Fig. 1: run 1, pin placement
Scale bar: 20 um. Pins as bars across the die edge, other pins in gray.
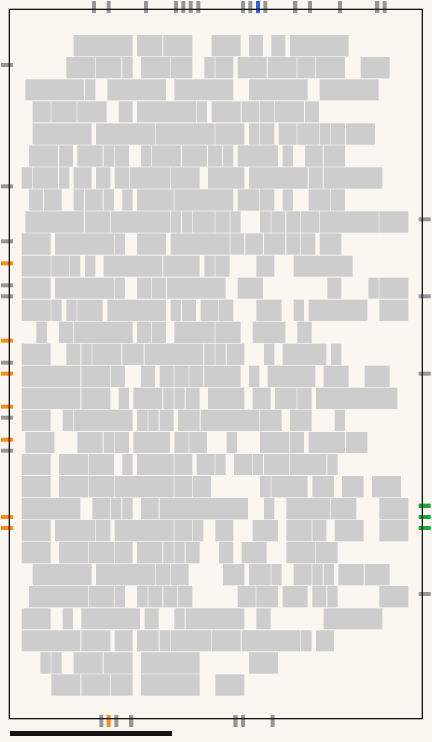
Fig. 2: run 1, wiring by layer
Scale bar: 20 um. Two of the layers only.
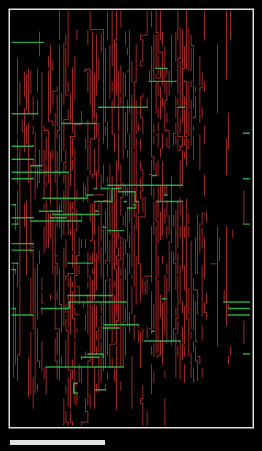
Fig. 3: run 1, cells colored by class
Scale bar: 20 um. Fill, decap, tap and diode cells in gray.
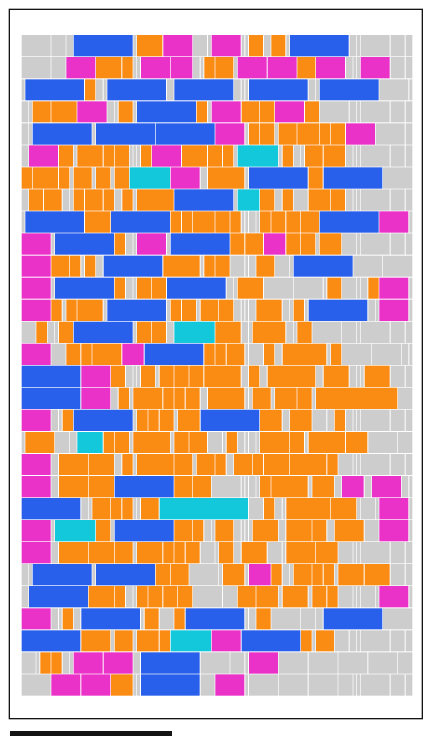
Fig. 4: run 1, track usage over the die
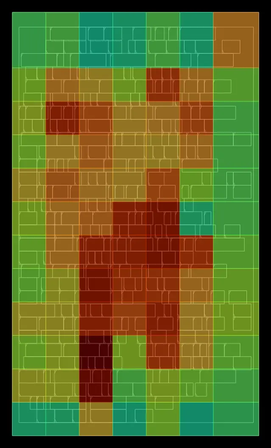
**config.mk**
```make
export PLATFORM = sky130hd
export DESIGN_NAME = traffic_light_monitor_flat
export DESIGN_NICKNAME = d
export VERILOG_FILES = /design/src/rtl/traffic_light_monitor_if.sv /design/src/rtl/traffic_light_monitor.sv /design/src/flat_wrapper.sv
export SDC_FILE = /design/constraint.sdc
export NUM_CORES = 1
export LEC_CHECK = 0
export CORE_ASPECT_RATIO = 1.75
export CORE_UTILIZATION = 56
export CTS_CLUSTER_SIZE = 8
export DETAILED_ROUTE_END_ITERATION = 16
export PLACE_DENSITY = 0.92
export SYNTH_ARGS = -nofsm -noshare
export SYNTH_HDL_FRONTEND = slang
export SYNTH_SLANG_ARGS = --single-unit
```
**constraint.sdc**
```tcl
create_clock -name clk -period 3.6 [get_ports clk]
set_input_delay 0.36 -clock clk [delete_from_list [all_inputs] [get_ports clk]]
set_output_delay 0.36 -clock clk [all_outputs]
set_load 0.01 [all_outputs]
```
**src/rtl/traffic_light_monitor_if.sv**
```systemverilog
// rtl/traffic_light_monitor_if.sv - light code from the controller and monitor status outputs
// master drives the light code, slave is the monitor that reports phase, dwell and errors.
interface traffic_light_monitor_if #(
  parameter int CNT_W = 8
);
  logic [2:0]       light;
  logic [1:0]       phase;
  logic             phase_valid;
  logic [CNT_W-1:0] dwell;
  logic [CNT_W-1:0] last_dwell;
  logic             cycle_done;
  logic [CNT_W-1:0] cycle_count;
  logic             err_illegal;
  logic             err_sequence;
  logic             err_dwell;
  logic             err_pulse;
  logic [CNT_W-1:0] err_count;

  modport master (
    output light,
    input  phase, phase_valid, dwell, last_dwell, cycle_done, cycle_count,
    input  err_illegal, err_sequence, err_dwell, err_pulse, err_count
  );

  modport slave (
    input  light,
    output phase, phase_valid, dwell, last_dwell, cycle_done, cycle_count,
    output err_illegal, err_sequence, err_dwell, err_pulse, err_count
  );
endinterface

```
**src/rtl/traffic_light_monitor.sv**
```systemverilog
// rtl/traffic_light_monitor.sv - passive checker for a one-hot GREEN/YELLOW/RED light sequence
// Tracks phase and dwell, counts complete G->Y->R->G cycles, flags illegal codes, order and dwell errors.
module traffic_light_monitor #(
  parameter int CNT_W     = 8,
  parameter int MIN_DWELL = 1,
  parameter int MAX_DWELL = 254
) (
  input  logic                  clk,
  input  logic                  rst,
  traffic_light_monitor_if.slave mon
);

  typedef enum logic {SYNC, TRACK} state_t;

  localparam logic [1:0]       PH_G  = 2'd0;
  localparam logic [1:0]       PH_Y  = 2'd1;
  localparam logic [1:0]       PH_R  = 2'd2;
  localparam logic [1:0]       PH_X  = 2'd3;
  localparam logic [CNT_W-1:0] ONE   = CNT_W'(1);
  localparam logic [CNT_W-1:0] SAT   = {CNT_W{1'b1}};
  localparam logic [CNT_W-1:0] MIN_C = CNT_W'(MIN_DWELL);
  localparam logic [CNT_W-1:0] MAX_C = CNT_W'(MAX_DWELL);

  state_t           state_q, state_d;
  logic [1:0]       phase_q, phase_d;
  logic [CNT_W-1:0] dwell_q, dwell_d;
  logic [CNT_W-1:0] last_q, last_d;
  logic [CNT_W-1:0] ccount_q, ccount_d;
  logic [CNT_W-1:0] ecount_q, ecount_d;
  logic [1:0]       chain_q, chain_d;
  logic             partial_q, partial_d;
  logic             from_track_q, from_track_d;
  logic             done_q, done_d;
  logic             ill_q, ill_d;
  logic             seq_q, seq_d;
  logic             dw_q, dw_d;
  logic             pulse_q, pulse_d;

  logic             code_ok;
  logic [1:0]       code_ph;
  logic [1:0]       succ_ph;
  logic             ev_ill, ev_seq, ev_dwell, ev_any;

  always_comb begin
    code_ok = 1'b1;
    code_ph = PH_X;
    case (mon.light)
      3'b010:  code_ph = PH_G;
      3'b001:  code_ph = PH_Y;
      3'b100:  code_ph = PH_R;
      default: code_ok = 1'b0;
    endcase
  end

  always_comb begin
    case (phase_q)
      PH_G:    succ_ph = PH_Y;
      PH_Y:    succ_ph = PH_R;
      PH_R:    succ_ph = PH_G;
      default: succ_ph = PH_X;
    endcase
  end

  // State register.
  always_ff @(posedge clk) begin
    if (rst) begin
      state_q      <= SYNC;
      phase_q      <= PH_X;
      dwell_q      <= '0;
      last_q       <= '0;
      ccount_q     <= '0;
      ecount_q     <= '0;
      chain_q      <= 2'd0;
      partial_q    <= 1'b0;
      from_track_q <= 1'b0;
      done_q       <= 1'b0;
      ill_q        <= 1'b0;
      seq_q        <= 1'b0;
      dw_q         <= 1'b0;
      pulse_q      <= 1'b0;
    end else begin
      state_q      <= state_d;
      phase_q      <= phase_d;
      dwell_q      <= dwell_d;
      last_q       <= last_d;
      ccount_q     <= ccount_d;
      ecount_q     <= ecount_d;
      chain_q      <= chain_d;
      partial_q    <= partial_d;
      from_track_q <= from_track_d;
      done_q       <= done_d;
      ill_q        <= ill_d;
      seq_q        <= seq_d;
      dw_q         <= dw_d;
      pulse_q      <= pulse_d;
    end
  end

  // Next-state and event logic.
  always_comb begin
    state_d      = state_q;
    phase_d      = phase_q;
    dwell_d      = dwell_q;
    last_d       = last_q;
    ccount_d     = ccount_q;
    chain_d      = chain_q;
    partial_d    = partial_q;
    from_track_d = 1'b0;
    done_d       = 1'b0;
    ev_ill       = 1'b0;
    ev_seq       = 1'b0;
    ev_dwell     = 1'b0;

    case (state_q)
      SYNC: begin
        if (code_ok) begin
          state_d   = TRACK;
          phase_d   = code_ph;
          dwell_d   = ONE;
          partial_d = 1'b1;
          chain_d   = 2'd0;
        end else begin
          ev_ill = from_track_q;
        end
      end
      TRACK: begin
        if (!code_ok) begin
          ev_ill       = 1'b1;
          state_d      = SYNC;
          phase_d      = PH_X;
          dwell_d      = '0;
          chain_d      = 2'd0;
          from_track_d = 1'b1;
        end else if (code_ph == phase_q) begin
          if (dwell_q != SAT) dwell_d = dwell_q + ONE;
          // Dwell only climbs by one, so this fires once per phase.
          if (dwell_q == MAX_C) ev_dwell = 1'b1;
        end else if (code_ph == succ_ph) begin
          if (!partial_q && (dwell_q < MIN_C)) ev_dwell = 1'b1;
          last_d    = dwell_q;
          dwell_d   = ONE;
          phase_d   = code_ph;
          partial_d = 1'b0;
          case (code_ph)
            PH_Y:    chain_d = 2'd1;
            PH_R:    chain_d = (chain_q == 2'd1) ? 2'd2 : 2'd0;
            default: begin
              if (chain_q == 2'd2) begin
                done_d   = 1'b1;
                ccount_d = ccount_q + ONE;
              end
              chain_d = 2'd0;
            end
          endcase
        end else begin
          ev_seq    = 1'b1;
          phase_d   = code_ph;
          dwell_d   = ONE;
          partial_d = 1'b1;
          chain_d   = 2'd0;
        end
      end
      default: state_d = SYNC;
    endcase

    ev_any   = ev_ill | ev_seq | ev_dwell;
    ill_d    = ill_q | ev_ill;
    seq_d    = seq_q | ev_seq;
    dw_d     = dw_q | ev_dwell;
    pulse_d  = ev_any;
    ecount_d = (ev_any && (ecount_q != SAT)) ? ecount_q + ONE : ecount_q;
  end

  // Outputs come straight from registers: one-edge latency, no combinational path from light.
  always_comb begin
    mon.phase        = phase_q;
    mon.phase_valid  = (state_q == TRACK);
    mon.dwell        = dwell_q;
    mon.last_dwell   = last_q;
    mon.cycle_done   = done_q;
    mon.cycle_count  = ccount_q;
    mon.err_illegal  = ill_q;
    mon.err_sequence = seq_q;
    mon.err_dwell    = dw_q;
    mon.err_pulse    = pulse_q;
    mon.err_count    = ecount_q;
  end

endmodule

```
**src/flat_wrapper.sv**
```systemverilog
// flat-port wrapper written by rule: the top's interface ports become plain ports
module traffic_light_monitor_flat 
#(
  parameter int CNT_W     = 8,
  parameter int MIN_DWELL = 1,
  parameter int MAX_DWELL = 254
)
  (clk, rst, mon_light, mon_phase, mon_phase_valid, mon_dwell, mon_last_dwell, mon_cycle_done, mon_cycle_count, mon_err_illegal, mon_err_sequence, mon_err_dwell, mon_err_pulse, mon_err_count);
  traffic_light_monitor_if #(.CNT_W(CNT_W)) mon_i ();
  input  logic clk;
  input  logic rst;
  input wire logic [$bits(mon_i.light)-1:0] mon_light;
  output wire logic [$bits(mon_i.phase)-1:0] mon_phase;
  output wire logic [$bits(mon_i.phase_valid)-1:0] mon_phase_valid;
  output wire logic [$bits(mon_i.dwell)-1:0] mon_dwell;
  output wire logic [$bits(mon_i.last_dwell)-1:0] mon_last_dwell;
  output wire logic [$bits(mon_i.cycle_done)-1:0] mon_cycle_done;
  output wire logic [$bits(mon_i.cycle_count)-1:0] mon_cycle_count;
  output wire logic [$bits(mon_i.err_illegal)-1:0] mon_err_illegal;
  output wire logic [$bits(mon_i.err_sequence)-1:0] mon_err_sequence;
  output wire logic [$bits(mon_i.err_dwell)-1:0] mon_err_dwell;
  output wire logic [$bits(mon_i.err_pulse)-1:0] mon_err_pulse;
  output wire logic [$bits(mon_i.err_count)-1:0] mon_err_count;
  assign mon_i.light = mon_light;
  assign mon_phase = mon_i.phase;
  assign mon_phase_valid = mon_i.phase_valid;
  assign mon_dwell = mon_i.dwell;
  assign mon_last_dwell = mon_i.last_dwell;
  assign mon_cycle_done = mon_i.cycle_done;
  assign mon_cycle_count = mon_i.cycle_count;
  assign mon_err_illegal = mon_i.err_illegal;
  assign mon_err_sequence = mon_i.err_sequence;
  assign mon_err_dwell = mon_i.err_dwell;
  assign mon_err_pulse = mon_i.err_pulse;
  assign mon_err_count = mon_i.err_count;
  traffic_light_monitor #(.CNT_W(CNT_W), .MIN_DWELL(MIN_DWELL), .MAX_DWELL(MAX_DWELL)) u_core (.clk(clk), .rst(rst), .mon(mon_i));
endmodule
```
==> changes_impl.md, run 1 <==
## Implementation

* Top cell category: logic gates
* Worst hold path endpoint: u_core.mon.err_illegal
* Pwr/cell area at 363.4 nW/um^2
* Cell depth of the worst setup path at 8
* Setup Buffers After CTS at 0
* Clock Buffer Count at 5
* Leak at 0.001014 uW
* Avg Inst Size Synth at 8.329 sq um
* RR Endpoint: u_core.mon.cycle_count[7]
* Via-to-Cell Ratio at 6.148
* CTS sink cnt at 44
* Clk_skew at 0.007449 ns
* Gate Count Post-Synth at 280
* Slew Limit Headroom at between 40% and 50%
* Top non-seq family: simple AND/OR/NAND/NOR gates
* Clk ins delay skew pair at 0.31 ns
* Period utilisation layout at 81.46%
* Area leader share at 37.77%
* Dominant register cell: dfxtp_1
* Switching power at 293.8 uW
* Maximum vdd drop at approximately 0.33 mV
* Fin nets at between 300 and 400
* CP Launch Point: u_core.mon.phase[0]
* Setup TNS Final at 0 ns
* Crit path max-delay cell type: dfxtp_1
* Worst Path Max Fanout at 11
* Fillers at 296
* Final Hold Vio Count at 0
* Highest Signal Layer: met4
* Switching share of power at between 20 and 30%
* #MultiIn Comb at ~210
* CTS Buffer Depth at 2
* Outcome: complete, no violations
* Number of non-clock buffers at 49
* Synth Warn # at 0
* CP Capture Point: u_core.mon.cycle_count[7]
* Ports at between 40 and 50
* WP data required at 3.80 ns
* Hold buffers post-CTS at 0
* Buffering overhead at 16.33%
* Buf+Inv Stages, Crit Path at 1
* Power after layout at 1064 uW
* Worst-path clk slew at 0.09 ns
* OpenROAD warnings at 30
* # DRC at 0
* Root buf cell: clkbuf_8
* 1st-iter DRT viols at 50
* Wl on met1 at 2387 um
* Slowest stage delay, CP at between 0.5 and 0.6 ns
* Met2 wire length at 3364 um
* Internal reg-to-reg setup slack at around 0.67 ns
* Tmin final at slightly below 3 ns
* Hold Crit Class: reg -> reg
* Storage cell area at between 800 and 900 sq um
* H-Tree Depth at 2
* Hold depth at 2
* Worst hold slack at 0.4569 ns
* Post-synth EDFFs at 0
* Cell Area, Synth at 2332 sq um
* CP Capture Type: flip-flop
* Internal Power at 769.7 uW
* Max-Cap Viols at 0
* Post-Syn Nets at between 200 and 300
* Largest net degree at the start of global routing at 38
* Logic area at 1351 sq um
* Hpwl dp at approximately 4300 um
* HP Start: u_core.mon.err_illegal
* Arr. time, crit path at about 3.1 ns
* Resized cells post-CTS at 0
About Fig. 1:
`mon_err_pulse` -> blue  # pins 1, direction output, edge top
`mon_light` -> green  # pins 3, direction input, edge right
`mon_last_dwell` -> orange  # pins 8, direction output, edge 7 left, 1 bottom
all pins by edge = 16 top, 15 left, 7 bottom, 7 right
Die X: 50.79 um
die height: 87.37 um
port bufs: 44

About Fig. 2:
met2 -> red  # wire length 3360 um
met3 -> green  # wire length 271 um
Via Count: 2287
overall fraction of global-route tracks in use: 29.58%
final WL: 6231 um

About Fig. 3:
all other logic -> orange  # cells 223, share of their area 49%
flip-flops -> blue  # cells 44, share of their area 31%
clock drivers and dummy loads -> cyan  # cells 8, share of their area 4.0%
other buffers and delay cells -> magenta  # cells 49, share of their area 17%
sequential share of cell area: 30.10%
# rows: 30
final non-filler cell area: 2927 sq um
fin util: 74.25%
core area: 3941 sq um

About Fig. 4:
gr busiest metal: met2
met1 Use GR: 31.39%
met2 Use GR: 54.79%
GR met3 Demand/Resource: 4.363%
drt wl/cell: 16.75 um

==> run 1: through the flow <==
| step | cell area [sq um] | utilization [%] | setup slack (ns) |
|---|---|---|---|
| after detailed placement | 2811 | 71.33 | 0.3935 |
| after floorplan | 2332 | - | 1.032 |
| final | 2927 | 74.25 | 0.6674 |
| after global placement | 2811 | 71.33 | 0.4706 |
| after global routing | 2927 | 74.25 | 0.4687 |
| after CTS | 2927 | 74.25 | 0.6732 |
==> run 1: flip-flops by register name, summed over array words and instances (netlist names) <==
register	flops
u_core.from_track_q	1
u_core.mon.phase	2
u_core.mon.last_dwell	8
u_core.mon.err_sequence	1
u_core.mon.err_illegal	1
u_core.mon.err_dwell	1
u_core.mon.cycle_count	8
u_core.chain_q	2
u_core.mon.cycle_done	1
u_core.mon.err_count	8
u_core.partial_q	1
u_core.mon.err_pulse	1
u_core.mon.phase_valid	1
u_core.mon.dwell	8
==> run 1: cell usage in the layout (no fill, tap or decap), drive strengths merged, types with 4 or more instances in the layout <==
| master | Yosys | final |
|---|---|---|
| xnor2 | 11 | 11 |
| nor2 | 35 | 35 |
| inv | 10 | 11 |
| clkbuf | 8 | 5 |
| nor4 | 8 | 8 |
| or3 | 4 | 4 |
| clkdlybuf4s50 | 0 | 44 |
| nor3 | 11 | 11 |
| dfxtp | 44 | 44 |
| nor2b | 4 | 4 |
| nand2 | 23 | 23 |
| nand3 | 7 | 7 |
| buf | 5 | 5 |
| o21ai | 15 | 15 |
| a21oi | 22 | 22 |
| and2 | 5 | 5 |
| ha | 9 | 9 |
| mux2i | 6 | 6 |
| a211oi | 4 | 4 |
| nand3b | 4 | 4 |
| nand4 | 4 | 4 |
Fig. 5: run 1, cell area per tile
5 x 9 tiles, from black (low) to pale yellow (high), 0 to 100% covered.
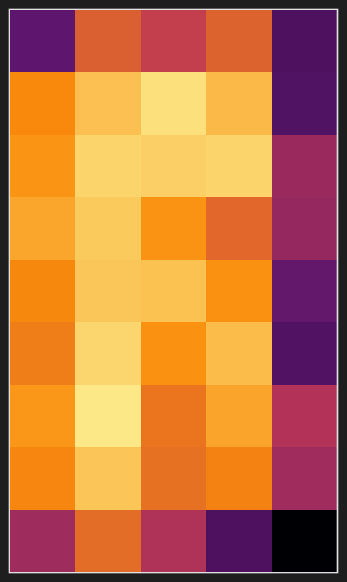

==> run 1 -> run 2 <==
--- a/config.mk
+++ b/config.mk
@@ -6,10 +6,10 @@
 export NUM_CORES = 1
 export LEC_CHECK = 0
 export CORE_ASPECT_RATIO = 1.75
-export CORE_UTILIZATION = 56
+export CORE_UTILIZATION = 52
 export CTS_CLUSTER_SIZE = 8
 export DETAILED_ROUTE_END_ITERATION = 16
-export PLACE_DENSITY = 0.92
+export PLACE_DENSITY = 0.87
 export SYNTH_ARGS = -nofsm -noshare
 export SYNTH_HDL_FRONTEND = slang
 export SYNTH_SLANG_ARGS = --single-unit
==> constraint.sdc (replaced) <==
create_clock -name clk -period 3 [get_ports clk]
set_input_delay 0.3 -clock clk [delete_from_list [all_inputs] [get_ports clk]]
set_output_delay 0.3 -clock clk [all_outputs]
set_load 0.01 [all_outputs]
Fig. 6: run 2, cell area per tile
5 x 9 tiles, from black (low) to pale yellow (high), 0 to 100% covered.
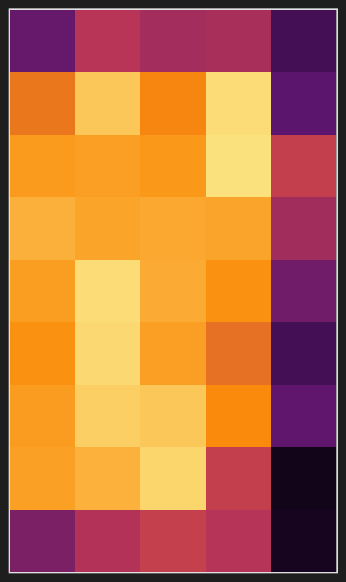
fullest tile = 94%
tiles over 75% full = 51%
emptiest ninth of the die = bottom right
fin util: 72.27%
fp util: 55.16%
core area: 4228 sq um

==> run 2 against run 1 <==
Worst hold slack got worse by 0.0013 ns. Sequential share of layout area decreased by 1.3 points. Global-route usage decreased by 2.3 points. Clock skew increased by 0.0033 ns. Die area increased by 7.4%. Cell area increased by 4.4%. Critical path depth decreased by 1. Count of clock-buffer cells in the layout unchanged. Critical path type is now in -> reg. Cell count increased by 4.8%. Combinational power increased by 34%. Via count increased by 2.3%.
==> changes_impl.md, run 2 <==
## Implementation

* Crit-path cells: clkdlybuf4s50_1 -> or3b_1 -> a2111oi_4 -> o32ai_2 -> nor4_1 -> xnor2_1 -> nor2_1
* Worst-path clk slew at 0.09 ns
* CTS sink cnt at 44
* Avg Inst Size Synth at ~8.3 sq um
* Slew Limit Headroom at 50.91%
* Hold buffers post-CTS at 0
* Max-Cap Viols at 0
* Final WL at 6061 um
* Ports at 45
* Setup TNS Final at 0 ns
* # DRC at 0
* Met1 Use GR at 30.74%
* Most numerous logic cells after layout: clkdlybuf4s50_1, dfxtp_1, nor2_1, nand2_1
* Clk ins delay skew pair at roughly 0.30 ns
* Gate Count Post-Synth at 280
* Final setup fails at 0
* H-Tree Depth at 2
* # rows at 31
* Clk_skew at 0.01070 ns
* Dominant register cell: dfxtp_1
* Via Count at ~2300
* Maximum vdd drop at slightly below 0.5 mV
* Die height at 90.60 um
* Post-Syn Nets at 294
* Resized cells post-CTS at 0
* Synth top cell by count: dfxtp_1
* Hpwl dp at 4322 um
* Highest Signal Layer: met4
* Met2 wire length at approximately 3200 um
* Port bufs at 44
* Wl on met1 at 2385 um
* CTS Buffer Depth at 2
* Setup Buffers After CTS at 0
* Top non-seq family: simple AND/OR/NAND/NOR gates
* GR met3 Demand/Resource at 4.545%
* Crit path max-delay cell type: clkdlybuf4s50_1
* Overall fraction of global-route tracks in use at around 27%
* Worst Path Max Fanout at 14
* Die X at between 50 and 60 um
* FA/HA/MAJ Cells, Area Fraction at 4.828%
* MUX area fraction at 2.575%
* Root buf cell: clkbuf_8
* Via-to-Cell Ratio at 6.000
* CP Capture Type: flip-flop
* Area leader share at a little under two fifths
* Yosys xor share at 4.506%
* Arr. time, crit path at 2.85 ns
* Met2 Use GR at approximately 48%
* Gr busiest metal: met2
* Period utilisation layout at 88.53%
* Final Hold Vio Count at 0
* Fin nets at 354
* 1st-iter DRT viols at around 60
* WP data required at 3.20 ns
* Leak at 0.001098 uW
* OpenROAD warnings at 30
* Cell Area, Synth at approximately 2300 sq um
* Drt wl/cell at 15.54 um
* Outcome: complete, no violations
* Tmin final at roughly 2.7 ns
* Largest net degree at the start of global routing at 22
* Hold Crit Class: reg -> reg
* Synth Warn # at 0
run 2: cell count changes in the layout (fill, tap and decap cells not counted):
| cell | previous run | this run |
|---|---|---|
| buf_4 | 5 | 22 |
run 2: final timing paths:
check / from / endpoint / slack [ns] / cells after the start
setup / recovery: mon_light[1] / u_core.mon.cycle_count[7] / 0.34 / 7
hold / removal: u_core.mon.err_illegal / u_core.mon.err_illegal / 0.46 / 2
setup reg to reg: u_core.mon.phase[1] / u_core.mon.cycle_count[7] / 0.39 / 8
hold reg to reg: u_core.mon.err_illegal / u_core.mon.err_illegal / 0.46 / 2
run 2: worst max-delay path, delay by kind of cell:
family | cells | cell delay, ns
and+or+nand+nor | 3 | 0.92
buffers and inverters | 1 | 0.75
AOI/OAI and AO/OA | 2 | 0.70
xor gates and xnor gates | 1 | 0.17
run 2: area by class of cell:
type	instances	area [sq um]
clock buffer	5	68.82
clock inverter	3	46.29
fill	308	1172
inverter	11	41.29
multi-input combinational	212	1351
sequential	44	880.8
tap	49	61.31
timing repair buffer	66	605.6
run 2: where the power goes:
part	switching [uW]	internal, uW	total, uW	leakage, uW
combinational	115	91.8	207	0.000687
sequential	13.7	597	610	0.000356
clock	219	251	470	0.0000548
total	348	940	1290	0.00110
run 2: stage by stage:
| stage | hold WS, ns | total power, uW | worst slack [ns] | cell area, sq um | instances |
|---|---|---|---|---|---|
| global placement | 0.4316 | 824.5 | 0.1099 | 2940 | 382 |
| CTS | 0.4589 | 1289 | 0.3219 | 3055 | 390 |
| global route | 0.4835 | 1336 | 0.1885 | 3055 | 390 |
| finish | 0.4556 | 1287 | 0.3440 | 3055 | 390 |
| floorplan | 0.4575 | 744.0 | 0.4320 | 2332 | 280 |
| detailed placement | 0.4467 | 827.0 | -0.01066 | 2940 | 382 |
Power and IR drop assume default switching activity.
